## src/rtl/regfile_mem_rtl_if.sv

```systemverilog
// regfile_mem_rtl_if: request/response channels of the register-file memory.
interface regfile_mem_rtl_if #(
  parameter int p_nwords = 8,
  parameter int p_nbits  = 32
);
  logic                        req_val;
  logic                        req_rdy;
  logic                        req_type;
  logic [$clog2(p_nwords)-1:0] req_addr;
  logic [p_nbits-1:0]          req_data;
  logic                        resp_val;
  logic                        resp_rdy;
  logic                        resp_type;
  logic [p_nbits-1:0]          resp_data;
  modport master (
    output req_val, req_type, req_addr, req_data, resp_rdy,
    input  req_rdy, resp_val, resp_type, resp_data
  );
  modport slave (
    input  req_val, req_type, req_addr, req_data, resp_rdy,
    output req_rdy, resp_val, resp_type, resp_data
  );
endinterface

```

## src/rtl/regfile_mem_rtl.sv

```systemverilog
// regfile_mem_rtl: word-addressed register memory with in-order 2-entry response queue.
module Decoder_RTL #(
  parameter int p_nbits = 8
) (
  input  logic [$clog2(p_nbits)-1:0] sel,
  output logic [p_nbits-1:0]         onehot
);
  assign onehot = p_nbits'(1) << sel;
endmodule

module regfile_mem_rtl #(
  parameter int p_nwords = 8,
  parameter int p_nbits  = 32
) (
  input logic              clk,
  input logic              reset,
  regfile_mem_rtl_if.slave bus
);
  logic [p_nbits-1:0]  mem [p_nwords];
  logic [p_nwords-1:0] wen;
  logic                q_type [2];
  logic [p_nbits-1:0]  q_data [2];
  logic                head, tail;
  logic [1:0]          count;
  logic                req_go, resp_go;
  Decoder_RTL #(.p_nbits(p_nwords)) dec (.sel(bus.req_addr), .onehot(wen));
  // Ready depends only on queue occupancy, never on resp_rdy.
  assign bus.req_rdy   = count != 2'd2;
  assign bus.resp_val  = count != 2'd0;
  assign bus.resp_type = q_type[head];
  assign bus.resp_data = q_data[head];
  assign req_go        = bus.req_val & bus.req_rdy;
  assign resp_go       = bus.resp_val & bus.resp_rdy;
  always_ff @(posedge clk or negedge reset) begin
    if (!reset) begin
      for (int i = 0; i < p_nwords; i++) mem[i] <= '0;
      for (int i = 0; i < 2; i++) begin
        q_type[i] <= 1'b0;
        q_data[i] <= '0;
      end
      head  <= 1'b0;
      tail  <= 1'b0;
      count <= 2'd0;
    end else begin
      for (int i = 0; i < p_nwords; i++)
        if (req_go && bus.req_type && wen[i]) mem[i] <= bus.req_data;
      if (req_go) begin
        q_type[tail] <= bus.req_type;
        q_data[tail] <= bus.req_type ? '0 : mem[bus.req_addr];
        tail         <= ~tail;
      end
      if (resp_go) head <= ~head;
      count <= count + 2'(req_go) - 2'(resp_go);
    end
  end
endmodule

```

## src/flat_wrapper.sv

```systemverilog
// flat-port wrapper written by rule: the top's interface ports become plain ports
module regfile_mem_rtl_flat 
#(
  parameter int p_nwords = 8,
  parameter int p_nbits  = 32
)
  (clk, reset, bus_req_val, bus_req_type, bus_req_addr, bus_req_data, bus_resp_rdy, bus_req_rdy, bus_resp_val, bus_resp_type, bus_resp_data);
  regfile_mem_rtl_if #(.p_nwords(p_nwords), .p_nbits(p_nbits)) bus_i ();
  input logic clk;
  input logic reset;
  input wire logic [$bits(bus_i.req_val)-1:0] bus_req_val;
  input wire logic [$bits(bus_i.req_type)-1:0] bus_req_type;
  input wire logic [$bits(bus_i.req_addr)-1:0] bus_req_addr;
  input wire logic [$bits(bus_i.req_data)-1:0] bus_req_data;
  input wire logic [$bits(bus_i.resp_rdy)-1:0] bus_resp_rdy;
  output wire logic [$bits(bus_i.req_rdy)-1:0] bus_req_rdy;
  output wire logic [$bits(bus_i.resp_val)-1:0] bus_resp_val;
  output wire logic [$bits(bus_i.resp_type)-1:0] bus_resp_type;
  output wire logic [$bits(bus_i.resp_data)-1:0] bus_resp_data;
  assign bus_i.req_val = bus_req_val;
  assign bus_i.req_type = bus_req_type;
  assign bus_i.req_addr = bus_req_addr;
  assign bus_i.req_data = bus_req_data;
  assign bus_i.resp_rdy = bus_resp_rdy;
  assign bus_req_rdy = bus_i.req_rdy;
  assign bus_resp_val = bus_i.resp_val;
  assign bus_resp_type = bus_i.resp_type;
  assign bus_resp_data = bus_i.resp_data;
  regfile_mem_rtl #(.p_nwords(p_nwords), .p_nbits(p_nbits)) u_core (.clk(clk), .reset(reset), .bus(bus_i));
endmodule
```

## config.mk

```make
export PLATFORM = sky130hd
export DESIGN_NAME = regfile_mem_rtl_flat
export DESIGN_NICKNAME = d
export VERILOG_FILES = /design/src/rtl/regfile_mem_rtl_if.sv /design/src/rtl/regfile_mem_rtl.sv /design/src/flat_wrapper.sv
export SDC_FILE = /design/constraint.sdc
export NUM_CORES = 1
export LEC_CHECK = 0
export CAP_MARGIN = 25
export CELL_PAD_IN_SITES_DETAIL_PLACEMENT = 0
export CELL_PAD_IN_SITES_GLOBAL_PLACEMENT = 2
export CORE_MARGIN = 2
export CORE_UTILIZATION = 43
export DETAILED_ROUTE_END_ITERATION = 8
export PLACE_DENSITY = 0.87
export SYNTH_ARGS = -nofsm -noshare
export SYNTH_HDL_FRONTEND = slang
export SYNTH_SLANG_ARGS = --single-unit
```

## constraint.sdc

```tcl
create_clock -name clk -period 2.44 [get_ports clk]
set_input_delay 0.244 -clock clk [delete_from_list [all_inputs] [get_ports clk]]
set_output_delay 0.244 -clock clk [all_outputs]
set_load 0.005 [all_outputs]
```

Signal wires on met4:
Drawn at 2 px/micron.
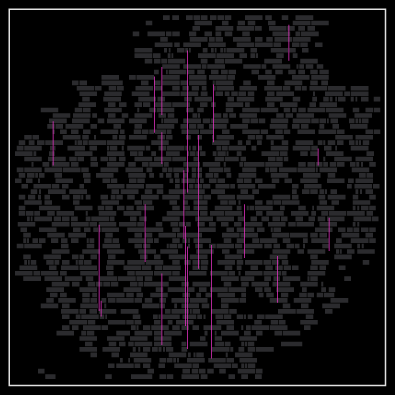
11 nets have wire on it. The layer holds 1.9% of the routed length. The wires run mostly vertical. The layer carries 652 microns of wire. The longest straight run is 70.7 microns.
vias after detailed routing: 8,857
drt total wl: 34.20 mm

Routing congestion map:
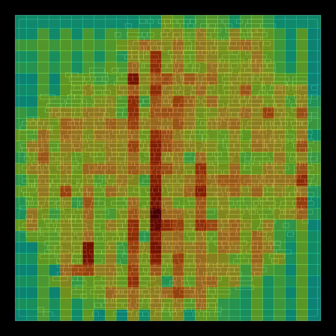
GR Util All Layers: 19.91%
Final Util: 52.01%

==> results.yml <==
# synthesis and place-and-route metrics
worst_setup_path:
  cpMaxStageDelayCell: "dfrtp_4"
  rrSetupSlack_ns: 0.48
  r2r_end: "u_core.count[1]"
  rr_startpoint: "u_core.count[1]"
cells_and_area:
  logic_area_sq_um: 6013
  layout-drive-gt1-share_pct: 35.34
  area_delta_synth_final_pct: 20.01
  nMultiInputCombCells: 645
logic_synthesis:
  syn-instance-count: 1045
  ys.warnings.count: 0
  syn-cell-area_sq_um: 14460
  syn_nets: 1086
  yosys-stat-cells: 1045
power_and_ir_drop:
  ir_drop_v: 0.0005399
  pg_seq_w: 0.00907
  pwr-share-comb_pct: 27.6
global_route:
  grt_overflow: 0
floorplanning:
  die_h_microns: 187.4
sta:
  fin_hold_ws_ns: 0.2761
  period_minus_slack_ns: 2.349
status:
  status: "finished, final reports clean"
worst_hold_path:
  hold_class: "input pin to async pin"
cts:
  clkSlewWorstSetupHoldPaths_ns: 0.06
  cts_tree: "yes"
job:
  tool_warnings: 26
Clock distribution:
Drawn at 1.5 px/micron.
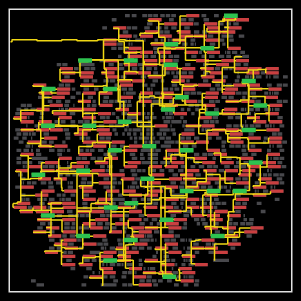
Key: red = flip-flops [count 326]; green = clock-net drivers [count 36]; yellow = clock wires [length 3,980 microns]
There are 37 routed clock nets. Position of the flops: widely spread.
clock network power: 0.00560 W
Worst-Skew Late Latency: 0.52 ns
clock network power share: 27.6%

Zoomed window:
Window x 131 to 151, y 37 to 57 microns. Cells in grey, sequential cells in the stronger grey; small squares are vias.
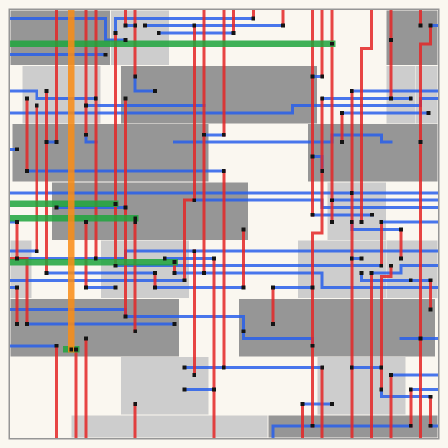
Key: orange = M4; green = M3; blue = M1; red = M2
16 logic cells have their middle in the window. Most frequent: dfrtp_1 (7), mux2_2 (4). Sequential cells in the window: 7. Netlist names of flops here include `u_core.mem` (7).

[layer usage]
| metal | GRT usage, % | wire length (microns) |
|---|---|---|
| met1 | 28.33 | 16340 |
| met2 | 32.08 | 16060 |
| met3 | 3.021 | 1132 |
| met4 | 5.058 | 652 |
| met5 | 0 | 13 |
[flip-flops by register name (all words and copies together), names as in the netlist]
register       count
u_core.count       2
u_core.head        1
u_core.mem       256
u_core.q_data     64
u_core.q_type      2
u_core.tail        1
[timing repair]
action / in CTS / in global routing
hold buffers: 1 / 0
setup endpoints to repair: 4 / 0
endpoints found under the hold margin: 62 / 0
gates resized: 1 / 0
Power and IR drop assume default switching activity.
